### PDN straps and rails

Pins as bars on the die edge.
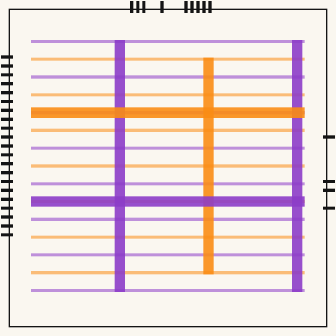
### Cells colored by class

Bar = 10 um.
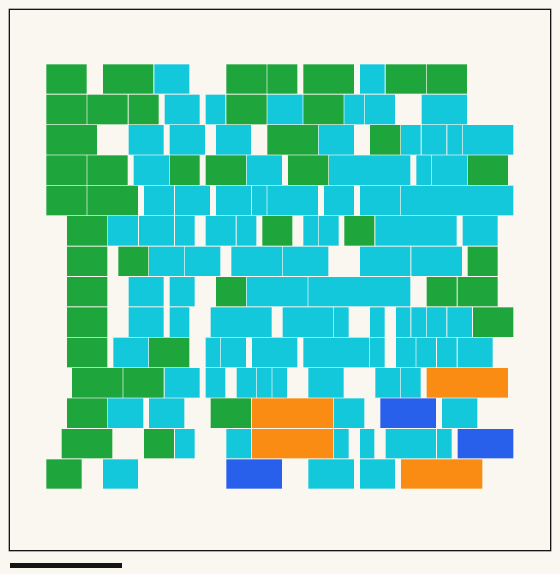
### Routed clock nets over the placement

Bar = 10 um.
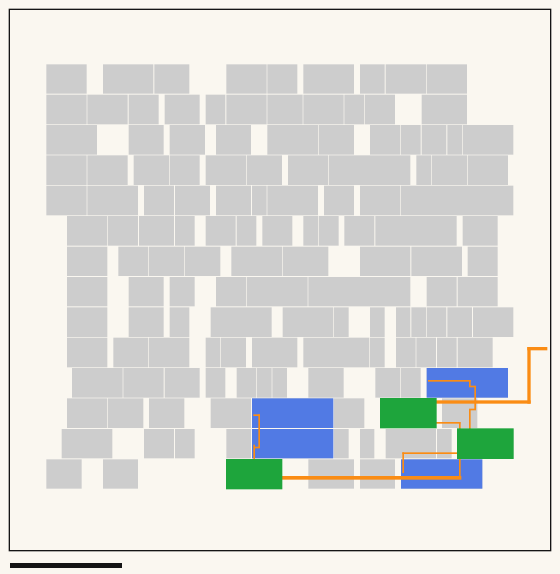
### Metal layers overlaid

Only two layers are drawn.
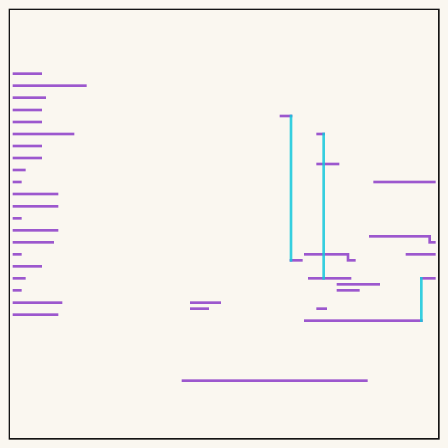
<file path="src/rtl/branch_flow_ctrl_if.sv">
// Signal bundle between the ID-stage branch controller and the pipeline.
// BRANCH_STATS_EN adds the three statistics counters to the bundle.
interface branch_flow_ctrl_if #(
    parameter int REG_ADDR_W = 5
);
    logic [1:0]            id_branch_cmd;
    logic [REG_ADDR_W-1:0] id_src1;
    logic [REG_ADDR_W-1:0] id_src2;
    logic                  cond_taken;
    logic                  ex_reg_write;
    logic                  ex_mem_read;
    logic [REG_ADDR_W-1:0] ex_dest;
    logic                  mem_mem_read;
    logic [REG_ADDR_W-1:0] mem_dest;
    logic                  pc_write;
    logic                  ifid_write;
    logic                  idex_bubble;
    logic                  ifid_flush;
    logic                  pc_sel_branch;
    logic                  busy;
`ifdef BRANCH_STATS_EN
    logic [15:0]           stat_taken;
    logic [15:0]           stat_stall;
    logic [15:0]           stat_flush;

    modport master (
        output id_branch_cmd, id_src1, id_src2, cond_taken,
        output ex_reg_write, ex_mem_read, ex_dest,
        output mem_mem_read, mem_dest,
        input  pc_write, ifid_write, idex_bubble,
        input  ifid_flush, pc_sel_branch, busy,
        input  stat_taken, stat_stall, stat_flush
    );

    modport slave (
        input  id_branch_cmd, id_src1, id_src2, cond_taken,
        input  ex_reg_write, ex_mem_read, ex_dest,
        input  mem_mem_read, mem_dest,
        output pc_write, ifid_write, idex_bubble,
        output ifid_flush, pc_sel_branch, busy,
        output stat_taken, stat_stall, stat_flush
    );
`else
    modport master (
        output id_branch_cmd, id_src1, id_src2, cond_taken,
        output ex_reg_write, ex_mem_read, ex_dest,
        output mem_mem_read, mem_dest,
        input  pc_write, ifid_write, idex_bubble,
        input  ifid_flush, pc_sel_branch, busy
    );

    modport slave (
        input  id_branch_cmd, id_src1, id_src2, cond_taken,
        input  ex_reg_write, ex_mem_read, ex_dest,
        input  mem_mem_read, mem_dest,
        output pc_write, ifid_write, idex_bubble,
        output ifid_flush, pc_sel_branch, busy
    );
`endif
endinterface

</file>
<file path="src/rtl/branch_flow_ctrl.sv">
// Branch sequencing: stalls on operand hazards, redirects and flushes on taken.
// Optional BRANCH_STATS_EN adds taken/stall/flush saturating counters.
`ifndef JUMP_CONDITION
`define JUMP_CONDITION 2'b01
`endif
`ifndef BEZ_CONDITION
`define BEZ_CONDITION 2'b10
`endif
`ifndef BNE_CONDITION
`define BNE_CONDITION 2'b11
`endif

module branch_flow_ctrl #(
    parameter int REG_ADDR_W     = 5,
    parameter int BRANCH_PENALTY = 1,
    parameter int CNT_W          = 3
) (
    input logic               clk,
    input logic               rst,
    branch_flow_ctrl_if.slave bus
);
    typedef enum logic [1:0] {RUN, STALL, FLUSH} state_t;

    state_t           state, state_n;
    logic [CNT_W-1:0] cnt, cnt_n;
    logic             is_br, chk1, chk2;
    logic [1:0]       need1, need2, need;
    logic             pc_write, ifid_write, idex_bubble;
    logic             ifid_flush, pc_sel_branch, busy;

    // 2 = load still in EX, 1 = result one cycle away, 0 = operand ready
    function automatic logic [1:0] src_need(
        input logic [REG_ADDR_W-1:0] s,
        input logic                  erw,
        input logic                  emr,
        input logic [REG_ADDR_W-1:0] ed,
        input logic                  mmr,
        input logic [REG_ADDR_W-1:0] md
    );
        logic [1:0] n;
        n = 2'd0;
        if (s != '0) begin
            if (erw && emr && ed == s)
                n = 2'd2;
            else if (erw && ed == s)
                n = 2'd1;
            else if (mmr && md == s)
                n = 2'd1;
        end
        return n;
    endfunction

    always_comb begin
        is_br = 1'b0;
        chk1  = 1'b0;
        chk2  = 1'b0;
        case (bus.id_branch_cmd)
            `JUMP_CONDITION: is_br = 1'b1;
            `BEZ_CONDITION: begin
                is_br = 1'b1;
                chk1  = 1'b1;
            end
            `BNE_CONDITION: begin
                is_br = 1'b1;
                chk1  = 1'b1;
                chk2  = 1'b1;
            end
            default: is_br = 1'b0;
        endcase
    end

    always_comb begin
        need1 = chk1 ? src_need(bus.id_src1, bus.ex_reg_write,
                                bus.ex_mem_read, bus.ex_dest,
                                bus.mem_mem_read, bus.mem_dest) : 2'd0;
        need2 = chk2 ? src_need(bus.id_src2, bus.ex_reg_write,
                                bus.ex_mem_read, bus.ex_dest,
                                bus.mem_mem_read, bus.mem_dest) : 2'd0;
        need  = (need1 > need2) ? need1 : need2;
    end

    always_comb begin
        state_n       = state;
        cnt_n         = cnt;
        pc_write      = 1'b1;
        ifid_write    = 1'b1;
        idex_bubble   = 1'b0;
        ifid_flush    = 1'b0;
        pc_sel_branch = 1'b0;
        busy          = 1'b0;
        // Held in reset the pipeline just runs; nothing pending survives.
        if (!rst) begin
            busy = (state != RUN);
            unique case (state)
                RUN: begin
                    if (is_br && need != 2'd0) begin
                        pc_write    = 1'b0;
                        ifid_write  = 1'b0;
                        idex_bubble = 1'b1;
                        if (need == 2'd2) begin
                            cnt_n   = CNT_W'(1);
                            state_n = STALL;
                        end
                    end else if (is_br && bus.cond_taken) begin
                        pc_sel_branch = 1'b1;
                        ifid_flush    = 1'b1;
                        if (BRANCH_PENALTY > 1) begin
                            cnt_n   = CNT_W'(BRANCH_PENALTY - 1);
                            state_n = FLUSH;
                        end
                    end
                end
                STALL: begin
                    pc_write    = 1'b0;
                    ifid_write  = 1'b0;
                    idex_bubble = 1'b1;
                    cnt_n       = cnt - CNT_W'(1);
                    if (cnt <= CNT_W'(1))
                        state_n = RUN;
                end
                FLUSH: begin
                    ifid_flush = 1'b1;
                    cnt_n      = cnt - CNT_W'(1);
                    if (cnt <= CNT_W'(1))
                        state_n = RUN;
                end
                default: begin
                    state_n = RUN;
                    cnt_n   = '0;
                end
            endcase
        end
    end

    always_ff @(posedge clk) begin
        if (rst) begin
            state <= RUN;
            cnt   <= '0;
        end else begin
            state <= state_n;
            cnt   <= cnt_n;
        end
    end

    assign bus.pc_write      = pc_write;
    assign bus.ifid_write    = ifid_write;
    assign bus.idex_bubble   = idex_bubble;
    assign bus.ifid_flush    = ifid_flush;
    assign bus.pc_sel_branch = pc_sel_branch;
    assign bus.busy          = busy;

`ifdef BRANCH_STATS_EN
    logic [15:0] st_taken, st_stall, st_flush;

    always_ff @(posedge clk) begin
        if (rst) begin
            st_taken <= '0;
            st_stall <= '0;
            st_flush <= '0;
        end else begin
            if (pc_sel_branch && st_taken != 16'hFFFF)
                st_taken <= st_taken + 16'd1;
            if (!pc_write && st_stall != 16'hFFFF)
                st_stall <= st_stall + 16'd1;
            if (ifid_flush && st_flush != 16'hFFFF)
                st_flush <= st_flush + 16'd1;
        end
    end

    assign bus.stat_taken = st_taken;
    assign bus.stat_stall = st_stall;
    assign bus.stat_flush = st_flush;
`endif
endmodule

</file>
<file path="src/flat_wrapper.sv">
// flat-port wrapper written by rule: the top's interface ports become plain ports
module branch_flow_ctrl_flat 
#(
    parameter int REG_ADDR_W     = 5,
    parameter int BRANCH_PENALTY = 1,
    parameter int CNT_W          = 3
)
  (clk, rst, bus_id_branch_cmd, bus_id_src1, bus_id_src2, bus_cond_taken, bus_ex_reg_write, bus_ex_mem_read, bus_ex_dest, bus_mem_mem_read, bus_mem_dest, bus_pc_write, bus_ifid_write, bus_idex_bubble, bus_ifid_flush, bus_pc_sel_branch, bus_busy);
  branch_flow_ctrl_if #(.REG_ADDR_W(REG_ADDR_W)) bus_i ();
  input logic clk;
  input logic rst;
  input wire logic [$bits(bus_i.id_branch_cmd)-1:0] bus_id_branch_cmd;
  input wire logic [$bits(bus_i.id_src1)-1:0] bus_id_src1;
  input wire logic [$bits(bus_i.id_src2)-1:0] bus_id_src2;
  input wire logic [$bits(bus_i.cond_taken)-1:0] bus_cond_taken;
  input wire logic [$bits(bus_i.ex_reg_write)-1:0] bus_ex_reg_write;
  input wire logic [$bits(bus_i.ex_mem_read)-1:0] bus_ex_mem_read;
  input wire logic [$bits(bus_i.ex_dest)-1:0] bus_ex_dest;
  input wire logic [$bits(bus_i.mem_mem_read)-1:0] bus_mem_mem_read;
  input wire logic [$bits(bus_i.mem_dest)-1:0] bus_mem_dest;
  output wire logic [$bits(bus_i.pc_write)-1:0] bus_pc_write;
  output wire logic [$bits(bus_i.ifid_write)-1:0] bus_ifid_write;
  output wire logic [$bits(bus_i.idex_bubble)-1:0] bus_idex_bubble;
  output wire logic [$bits(bus_i.ifid_flush)-1:0] bus_ifid_flush;
  output wire logic [$bits(bus_i.pc_sel_branch)-1:0] bus_pc_sel_branch;
  output wire logic [$bits(bus_i.busy)-1:0] bus_busy;
  assign bus_i.id_branch_cmd = bus_id_branch_cmd;
  assign bus_i.id_src1 = bus_id_src1;
  assign bus_i.id_src2 = bus_id_src2;
  assign bus_i.cond_taken = bus_cond_taken;
  assign bus_i.ex_reg_write = bus_ex_reg_write;
  assign bus_i.ex_mem_read = bus_ex_mem_read;
  assign bus_i.ex_dest = bus_ex_dest;
  assign bus_i.mem_mem_read = bus_mem_mem_read;
  assign bus_i.mem_dest = bus_mem_dest;
  assign bus_pc_write = bus_i.pc_write;
  assign bus_ifid_write = bus_i.ifid_write;
  assign bus_idex_bubble = bus_i.idex_bubble;
  assign bus_ifid_flush = bus_i.ifid_flush;
  assign bus_pc_sel_branch = bus_i.pc_sel_branch;
  assign bus_busy = bus_i.busy;
  branch_flow_ctrl #(.REG_ADDR_W(REG_ADDR_W), .BRANCH_PENALTY(BRANCH_PENALTY), .CNT_W(CNT_W)) u_core (.clk(clk), .rst(rst), .bus(bus_i));
endmodule
</file>
<file path="config.mk">
export PLATFORM = sky130hd
export DESIGN_NAME = branch_flow_ctrl_flat
export DESIGN_NICKNAME = d
export VERILOG_FILES = /design/src/rtl/branch_flow_ctrl_if.sv /design/src/rtl/branch_flow_ctrl.sv /design/src/flat_wrapper.sv
export SDC_FILE = /design/constraint.sdc
export NUM_CORES = 1
export LEC_CHECK = 0
export CAP_MARGIN = 20
export CORE_MARGIN = 3
export CORE_UTILIZATION = 43
export CTS_BUF_LIST = sky130_fd_sc_hd__clkbuf_8
export DETAILED_ROUTE_END_ITERATION = 10
export PLACE_DENSITY = 0.85
export SYNTH_ARGS = -nofsm -noshare
export SYNTH_HDL_FRONTEND = slang
export SYNTH_SLANG_ARGS = --single-unit
</file>
<file path="constraint.sdc">
create_clock -name clk -period 5.4 [get_ports clk]
set_input_delay 1.08 -clock clk [delete_from_list [all_inputs] [get_ports clk]]
set_output_delay 1.08 -clock clk [all_outputs]
set_load 0.005 [all_outputs]
</file>
==> run summary <==
Implementation numbers.

- The main area contributors are xnor2_1, dfxtp_1, xor2_1.
- Measured in cells, the most critical reg-to-reg path has a length of 5.
- The pin count of the biggest net entering global routing is 13.
- The quantity of I/O buffers inserted on ports is 33.
- The tally of yosys warning messages is 0.
- The final critical path takes up 98.5% of the cycle.
- The area growth from synthesis to layout is 71.1%.
- In this run, CTS created clock tree buffers numbering 3.
- In the final report, the number of pins over their slew limit comes to 0.
- Measured along the y axis, the die boundary spans 48.3 um.
- The endpoint of the worst-slack reg-to-reg timing path is u_core.cnt[1]$_SDFFE_PP0P_.
- The flow ran to the end, and the final reports show no timing, DRC or antenna violations.
- The first-pass GRT wire length is 4020 um.
- The post-route standard cell area excluding fillers is 0.00132 mm2.
- In this run the cell area of the synthesized design comes to 771 um2.
- For this design the top-level I/O count stands at 34.
- The post-CTS clock slew at the launch and capture registers of the worst setup and hold paths is 30 ps.
- The repair_antennas step left the layout with diodes totalling 0.
- The core box area is 0.00159 mm2.
- The clock drives 4 sinks.
- The tally of max-capacitance violations is 0.
- The number of global-route vias before repair is 961.
- In the routed design, unresolved DRC markers number 0.
- The synthesized instance count is 97.
- For reference, the post-synthesis area per instance comes to 7.95 um2.
- The final setup violation count is 0.
- The maximum VDD drop is 0.000147 V.
- The area recorded from the Yosys report for this design is 771 um2.
- Setup total negative slack on the finished layout was measured at 0 ps.
- The clock period minus final worst setup slack is 5320 ps.
- After synthesis, flip-flops and latches occupy 10.4% of the total area.
- The destination of the worst hold path is u_core.cnt[1]$_SDFFE_PP0P_.
- The critical path in this run is classified as in2out.
- The x dimension of the die is 48.3 um.
- The final layout contains 175 nets.
- The library cell occupying the most area in the post-synthesis netlist is xnor2_1.
- Counting endpoints that fail hold in the final report gives 0.
- The category of the worst setup path launch point is an input port.
- The launching point of the worst reg2reg path is u_core.cnt[0]$_SDFFE_PP0P_.
- Static timing analysis puts the maximum clock frequency at 0.188 GHz.
- Once placement finished, the instance area stood at 0.00118 mm2.
-- 'PDN straps and rails' (at the start) --
Key: purple = VSS; orange = VDD
34 signal pins sit on the boundary. The core has 14 rows.

-- 'Cells colored by class' (at the start) --
Key: orange = registers [cells 4, share of their area 6.2%]; cyan = remaining logic cells [cells 89, share of their area 57%]; blue = clock-net drivers [cells 3, share of their area 3.2%]; green = remaining buffers and delay cells [cells 44, share of their area 33%]

-- 'Routed clock nets over the placement' (at the start) --
Key: blue = flip-flops [count 4]; green = clock-net drivers [count 3]; orange = clock wires [length 79.2 um]
There are 4 routed clock nets.
power attributed to the clock group: 0.0623 mW
skew final: 4.49 ps
clock insertion delay at the later pin of the skew report: 220 ps
relative contribution of the clock network to total power: 40.1%

-- 'Metal layers overlaid' (at the start) --
Key: cyan = M4 [wire length 37.4 um]; purple = M3 [wire length 152 um]
drt total wl: 2340 um
Total Routing Usage GR: 21.4%

-- cell families after synthesis --
logic type | Yosys count | share of synthesized area, %
adders and majority gates | 5 | 8.12
muxes | 2 | 3.41
AOI/OAI and AO/OA | 18 | 21.1
and+or+nand+nor | 38 | 27.8
DFF | 4 | 10.4
buffers and inverters | 9 | 5.36
xor gates and xnor gates | 21 | 23.9
-- how the worst max path moves through the flow --
| stage | cells after the start | to | startpoint |
|---|---|---|---|
| 5_1_grt | 12 | bus_pc_write | bus_mem_dest[2] |
| 4_1_cts | 11 | bus_idex_bubble | bus_id_src2[3] |
| 6_report | 12 | bus_pc_write | bus_mem_dest[2] |
| 2_1_floorplan | 10 | bus_pc_write | bus_id_src2[3] |
| 3_3_place_gp | 11 | bus_idex_bubble | bus_id_src2[2] |
| 3_5_place_dp | 11 | bus_pc_write | bus_id_src2[0] |
-- metrics by stage --
stage / setup slack (ps) / power [mW] / hold slack, ps / cells
2_1_floorplan: 828 / 0.0540 / 515 / 97
3_3_place_gp: -34.1 / 0.0887 / 539 / 159
3_5_place_dp: -74.4 / 0.0903 / 572 / 159
4_1_cts: 0.931 / 0.154 / 581 / 162
5_1_grt: -24.0 / 0.165 / 606 / 164
6_report: 83.6 / 0.155 / 579 / 164
-- cell usage in the layout, fill, tap and decap left out, types with 2 or more instances in the layout --
master           count
a21oi_1              3
buf_4               11
clkbuf_8             3
clkdlybuf4s50_1     25
dfxtp_1              4
dlymetal6s2s_1       7
ha_1                 4
inv_1                5
mux2_4               2
nand2_1              5
nand3_1              8
nor2_1               5
nor2_2               2
nor3b_1              2
nor4_1               2
o21ai_1              2
or3b_2               2
or4_1                2
or4_4                2
xnor2_1             12
xor2_1               9
-- synth_stat cells (all sizes together) --
master / instances
a21o: 1
buf: 2
o32ai: 1
nor4: 3
a2bb2oi: 1
or3b: 3
clkbuf: 2
nand3: 8
nor3: 1
ha: 5
dfxtp: 4
inv: 5
nor2b: 1
a21oi: 3
o41ai: 1
mux2: 2
nand2b: 1
o21a: 1
xor2: 9
o41a: 1
nor2: 7
o22ai: 2
o211ai: 1
o21ai: 3
a211oi: 1
or3: 2
xnor2: 12
and3: 1
nand2: 5
a211o: 2
or4: 4
nor3b: 2
-- power breakdown --
part	switching (mW)	total, mW	leakage, nW	internal (mW)
clock	0.0148	0.0623	0.0216	0.0475
combinational	0.0264	0.0625	0.496	0.0361
sequential	0.000343	0.0304	0.0322	0.0301
-- critical path, stage by stage --
cell and delay [ps]:
clkdlybuf4s50_1 460, xor2_1 200, nor4_2 330, nand3_1 140, mux2_4 340, nor2_1 110
ha_1 250, or3_4 400, o32ai_4 170, a211oi_4 110, a21o_2 200, clkdlybuf4s50_1 440
-- layout make-up --
type	count	area, um2	share of cell area [%]
clock buffers	3	41.3	3.13
repair buffers	44	429	32.5
inverters	5	18.8	1.42
well taps	24	30.0	2.28
flip-flops and latches	4	80.1	6.07
multi-input cells	84	719	54.6
-- sequential cells by signal (all words and copies together) (netlist names) --
signal        count
u_core.cnt        3
u_core.state      1
-- metal layers --
metal	wire, um	track usage [%]
met4	37	4.27
met5	0	0
met1	911	21.1
met2	1240	43.8
met3	152	5.83
No activity file was given, so power comes from the tool's default toggle rates.
